run_1/clock_map.png
Scale: 3 px per µm.
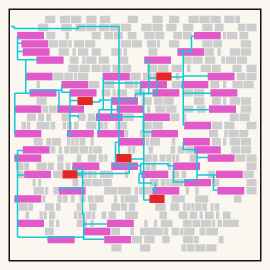
run_1/pdn.png
Scale: 4 px per µm. Pins as bars on the die edge.
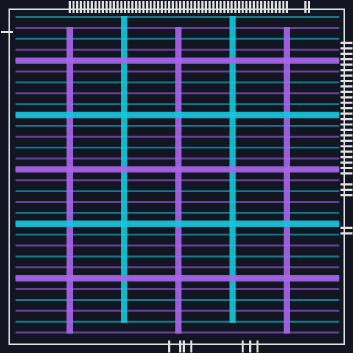
run_1/metal_stack.png
Scale: 6 px per µm.
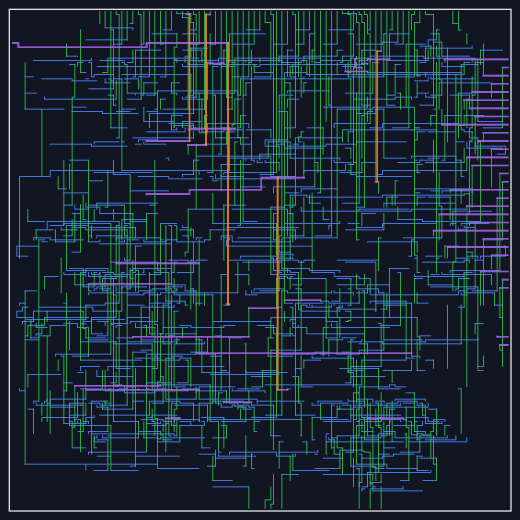
## src/rtl/draw_arbiter_if.sv

```systemverilog
// rtl/draw_arbiter_if.sv - request and sprite-drawer signal bundle for draw_arbiter
//
// Groups the per-requester request/operand buses with the drawer handshake.
//   req, req_sprite, req_x, req_y : packed per-requester request and operands
//   grant, done                   : one-hot owner and one-cycle completion pulse
//   draw_start, draw_sprite/x/y   : start pulse and latched operands to the drawer
//   draw_done                     : completion pulse from the drawer
// slave  : arbiter side
// master : requesters plus drawer side
interface draw_arbiter_if #(
  parameter int NUM_REQ = 3
);
  logic [NUM_REQ-1:0]   req;
  logic [4*NUM_REQ-1:0] req_sprite;
  logic [9*NUM_REQ-1:0] req_x;
  logic [8*NUM_REQ-1:0] req_y;
  logic [NUM_REQ-1:0]   grant;
  logic [NUM_REQ-1:0]   done;
  logic                 draw_start;
  logic [3:0]           draw_sprite;
  logic [8:0]           draw_x;
  logic [7:0]           draw_y;
  logic                 draw_done;

  modport slave (
    input  req, req_sprite, req_x, req_y, draw_done,
    output grant, done, draw_start, draw_sprite, draw_x, draw_y
  );

  modport master (
    output req, req_sprite, req_x, req_y, draw_done,
    input  grant, done, draw_start, draw_sprite, draw_x, draw_y
  );
endinterface

```

## src/rtl/draw_arbiter.sv

```systemverilog
// rtl/draw_arbiter.sv - round-robin arbiter sharing one sprite drawer between requesters
//
// One draw in flight at a time; operands are captured atomically from the winner.
//   clock, resetn : system clock, asynchronous active-low reset
//   bus           : request buses, grant/done, drawer start/operands/done
//   clear_err     : synchronous clear of timeout_err
//   busy          : high whenever the FSM is not idle
//   timeout_err   : sticky, set when the drawer fails to finish in time
module draw_arbiter #(
  parameter int NUM_REQ        = 3,
  parameter int TIMEOUT_CYCLES = 65536
) (
  input  logic          clock,
  input  logic          resetn,
  draw_arbiter_if.slave bus,
  input  logic          clear_err,
  output logic          busy,
  output logic          timeout_err
);

  localparam int PW = (NUM_REQ > 1) ? $clog2(NUM_REQ) : 1;
  localparam int CW = (TIMEOUT_CYCLES > 1) ? $clog2(TIMEOUT_CYCLES) : 1;
  localparam logic [CW-1:0] CNT_LAST = CW'(TIMEOUT_CYCLES - 1);
  localparam logic [PW-1:0] IDX_LAST = PW'(NUM_REQ - 1);

  typedef enum logic [1:0] {
    S_IDLE  = 2'd0,
    S_START = 2'd1,
    S_WAIT  = 2'd2,
    S_DONE  = 2'd3
  } state_t;

  state_t        state;
  state_t        state_nxt;
  logic [PW-1:0] ptr;
  logic [PW-1:0] owner;
  logic [PW-1:0] win;
  logic          found;
  logic [CW-1:0] cnt;
  logic          timeout_hit;

  // Rotating priority search starting at ptr.
  always_comb begin
    int idx;
    idx   = 0;
    win   = '0;
    found = 1'b0;
    for (int k = 0; k < NUM_REQ; k++) begin
      idx = (int'(ptr) + k) % NUM_REQ;
      if (!found && bus.req[idx]) begin
        found = 1'b1;
        win   = PW'(idx);
      end
    end
  end

  // draw_done on the terminal cycle takes precedence over the timeout.
  assign timeout_hit = (state == S_WAIT) && !bus.draw_done && (cnt == CNT_LAST);

  always_comb begin
    state_nxt = state;
    case (state)
      S_IDLE:  if (found) state_nxt = S_START;
      S_START: state_nxt = S_WAIT;
      S_WAIT:  if (bus.draw_done || (cnt == CNT_LAST)) state_nxt = S_DONE;
      S_DONE:  state_nxt = S_IDLE;
      default: state_nxt = S_IDLE;
    endcase
  end

  always_ff @(posedge clock or negedge resetn) begin
    if (!resetn) state <= S_IDLE;
    else         state <= state_nxt;
  end

  assign busy = (state != S_IDLE);

  always_ff @(posedge clock or negedge resetn) begin
    if (!resetn) begin
      bus.grant       <= '0;
      bus.done        <= '0;
      bus.draw_start  <= 1'b0;
      bus.draw_sprite <= '0;
      bus.draw_x      <= '0;
      bus.draw_y      <= '0;
      timeout_err     <= 1'b0;
      cnt             <= '0;
      ptr             <= '0;
      owner           <= '0;
    end else begin
      bus.draw_start <= 1'b0;
      bus.done       <= '0;
      // Set is evaluated after clear so a same-edge timeout keeps the flag.
      if (clear_err)   timeout_err <= 1'b0;
      if (timeout_hit) timeout_err <= 1'b1;
      case (state)
        S_IDLE: begin
          if (found) begin
            owner           <= win;
            bus.grant       <= NUM_REQ'(1) << win;
            bus.draw_start  <= 1'b1;
            bus.draw_sprite <= bus.req_sprite[4*int'(win) +: 4];
            bus.draw_x      <= bus.req_x[9*int'(win) +: 9];
            bus.draw_y      <= bus.req_y[8*int'(win) +: 8];
          end
        end
        S_START: cnt <= '0;
        S_WAIT: begin
          // Hold the counter on exit so it never wraps past the terminal value.
          if (state_nxt == S_DONE) bus.done <= bus.grant;
          else                     cnt      <= cnt + 1'b1;
        end
        S_DONE: begin
          bus.grant <= '0;
          ptr       <= (owner == IDX_LAST) ? '0 : owner + 1'b1;
        end
        default: ;
      endcase
    end
  end

endmodule

```

## src/flat_wrapper.sv

```systemverilog
// flat-port wrapper written by rule: the top's interface ports become plain ports
module draw_arbiter_flat 
#(
  parameter int NUM_REQ        = 3,
  parameter int TIMEOUT_CYCLES = 65536
)
  (clock, resetn, clear_err, busy, timeout_err, bus_req, bus_req_sprite, bus_req_x, bus_req_y, bus_draw_done, bus_grant, bus_done, bus_draw_start, bus_draw_sprite, bus_draw_x, bus_draw_y);
  draw_arbiter_if #(.NUM_REQ(NUM_REQ)) bus_i ();
  input  logic clock;
  input  logic resetn;
  input  logic clear_err;
  output logic busy;
  output logic timeout_err;
  input wire logic [$bits(bus_i.req)-1:0] bus_req;
  input wire logic [$bits(bus_i.req_sprite)-1:0] bus_req_sprite;
  input wire logic [$bits(bus_i.req_x)-1:0] bus_req_x;
  input wire logic [$bits(bus_i.req_y)-1:0] bus_req_y;
  input wire logic [$bits(bus_i.draw_done)-1:0] bus_draw_done;
  output wire logic [$bits(bus_i.grant)-1:0] bus_grant;
  output wire logic [$bits(bus_i.done)-1:0] bus_done;
  output wire logic [$bits(bus_i.draw_start)-1:0] bus_draw_start;
  output wire logic [$bits(bus_i.draw_sprite)-1:0] bus_draw_sprite;
  output wire logic [$bits(bus_i.draw_x)-1:0] bus_draw_x;
  output wire logic [$bits(bus_i.draw_y)-1:0] bus_draw_y;
  assign bus_i.req = bus_req;
  assign bus_i.req_sprite = bus_req_sprite;
  assign bus_i.req_x = bus_req_x;
  assign bus_i.req_y = bus_req_y;
  assign bus_i.draw_done = bus_draw_done;
  assign bus_grant = bus_i.grant;
  assign bus_done = bus_i.done;
  assign bus_draw_start = bus_i.draw_start;
  assign bus_draw_sprite = bus_i.draw_sprite;
  assign bus_draw_x = bus_i.draw_x;
  assign bus_draw_y = bus_i.draw_y;
  draw_arbiter #(.NUM_REQ(NUM_REQ), .TIMEOUT_CYCLES(TIMEOUT_CYCLES)) u_core (.clock(clock), .resetn(resetn), .bus(bus_i), .clear_err(clear_err), .busy(busy), .timeout_err(timeout_err));
endmodule
```

## config.mk

```make
export PLATFORM = sky130hd
export DESIGN_NAME = draw_arbiter_flat
export DESIGN_NICKNAME = d
export VERILOG_FILES = /design/src/rtl/draw_arbiter_if.sv /design/src/rtl/draw_arbiter.sv /design/src/flat_wrapper.sv
export SDC_FILE = /design/constraint.sdc
export NUM_CORES = 1
export LEC_CHECK = 0
export CAP_MARGIN = 20
export CORE_MARGIN = 1
export CORE_UTILIZATION = 44
export DETAILED_ROUTE_END_ITERATION = 12
export HOLD_SLACK_MARGIN = 0.06
export PLACE_DENSITY_LB_ADDON = 0.12
export SKIP_CTS_REPAIR_TIMING = 1
export SLEW_MARGIN = 0
export SYNTH_ARGS = -nofsm -noshare
export SYNTH_HDL_FRONTEND = slang
export SYNTH_SLANG_ARGS = --single-unit
```

## constraint.sdc

```tcl
create_clock -name clock -period 7.45 [get_ports clock]
set_clock_uncertainty 0.05 [all_clocks]
set_input_delay 1.49 -clock clock [delete_from_list [all_inputs] [get_ports clock]]
set_output_delay 1.49 -clock clock [all_outputs]
set_load 0.01 [all_outputs]
```

==> flow_summary.yaml, run 1 <==
# flow metrics
place:
  placed_cells_incl_taps: 463
  numPortBuffers: 99
yosys:
  ys_warn_count: 0
  yosys_area_mm2: 0.00291
  syn_nets: 381
  yosys.cell_types.count: 55
  post_synth_xor_area_fraction_pct: 0.301
  number_of_enable_type_register_cells_in_the_synthesized_netlist: 0
status:
  outcome: "completed"
sta:
  share_of_the_clock_period_used_by_the_worst_path_after_layout_pct: 60.5
  final.setup.tns_ns: 0
  unrepaired_setup_endpoints_after_global_routing: "false"
final_layout:
  largest_register_ff_count: 16
  stdcell_area_mm2: 0.00402
  flop-count: 51
  clockNetworkAreaShare_pct: 2.33
  drive_above_1_share_pct: 7.36
  nonClkBufAreaFrac_pct: 25.3
  final_core_utilization_pct: 63.0
critical_path:
  worst-setup-path-type: "in2reg"
  critical_path.slowest_cell: "nand2b_1"
  rr_worst_depth: 10
  worstPathMaxFanout: 26
grt:
  grt_first_pass_wirelength_um: 12600
  met1_usage_pct: 31.4
clock_tree:
  cts_tree: "done"
  cts_sinks: 51
pwr:
  power.share.combinational_pct: 63.4
run:
  warnings: 32
-- clock_map.png (at the start) --
clock wires -> cyan  # length 651 µm
cells driving clock nets -> red  # count 5
flip-flops -> magenta  # count 51
routed clock nets = 6

-- pdn.png (at the start) --
VSS -> purple
VDD -> cyan
met1 rails = 30
rows = 29
signal pins = 100
met4 straps = 5
die outline width: 83.4 µm
die y size: 83.4 µm
core outline area: 0.00639 mm²
Peak VDD IR: 0.332 mV

-- metal_stack.png (at the start) --
met3 -> purple  # wire length 397 µm
met4 -> orange  # wire length 144 µm
met1 -> blue  # wire length 3,430 µm
met2 -> green  # wire length 3,700 µm

## Run 2: what changed since run 1
clock period = 4.2 ns   (was 7.45 ns; I/O delays follow)
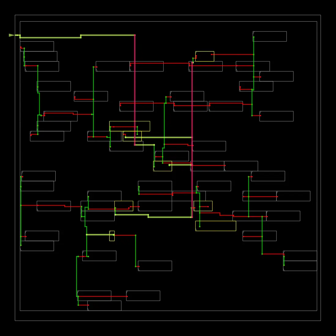
run_2/final_clocks.png
clk latency late pin: 0.32 ns
clock sink total: 51
clock network power: 0.000404 W

==> run 2 against run 1 <==
Effect of this change:
- via count fell by 0.85%
- largest cell class unchanged
- area after synthesis did not move
- highest routed layer unchanged
- critical endpoint unchanged
- power rose by 86%
- synthesized cell count did not move
- critical path depth did not move
- die size did not move
- sequential cell count did not move
- worst hold slack got worse by 0.0054 ns
- first-iteration DRC count fell by 34%
- global-route usage barely moved
- core utilization rose by 0.96 points
- combinational power rose by about 80%
==> flow_summary.yaml, run 2 <==
# flow metrics
die:
  floorplan.die.width_um: 83.4
  die-height_um: 83.4
  fp.coreArea_mm2: 0.00639
sta:
  final.setup.tns_ns: 0
  share_of_the_clock_period_used_by_the_worst_path_after_layout_pct: 78.0
clock_tree:
  cts_tree: "done"
place:
  numPortBuffers: 99
pwr:
  power.ir.vdd_worst_mv: 0.549
status:
  outcome: "completed"
critical_path:
  rr_worst_depth: 10
  worstPathMaxFanout: 25
final_layout:
  nonClkBufAreaFrac_pct: 25.4
  stdcell_area_mm2: 0.00408
  final_core_utilization_pct: 63.9
  flop-count: 51
  largest_register_ff_count: 16
yosys:
  yosys.cell_types.count: 55
  ys_warn_count: 0
  post_synth_xor_area_fraction_pct: 0.301
run:
  warnings: 32
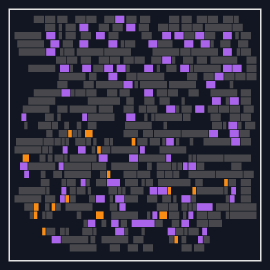
run_2/gate_families.png
Scale: 3 px per µm.
NOR gates -> orange  # cells 17, most used nor2_1
inverting AOI/OAI gates -> purple  # cells 79, where all over the die
most common cell after layout, fill and taps aside: clkdlybuf4s50_1
combinational share of cell area: 36.6%
final cell count without fillers: 474

Power is estimated from default activity; no workload was simulated.
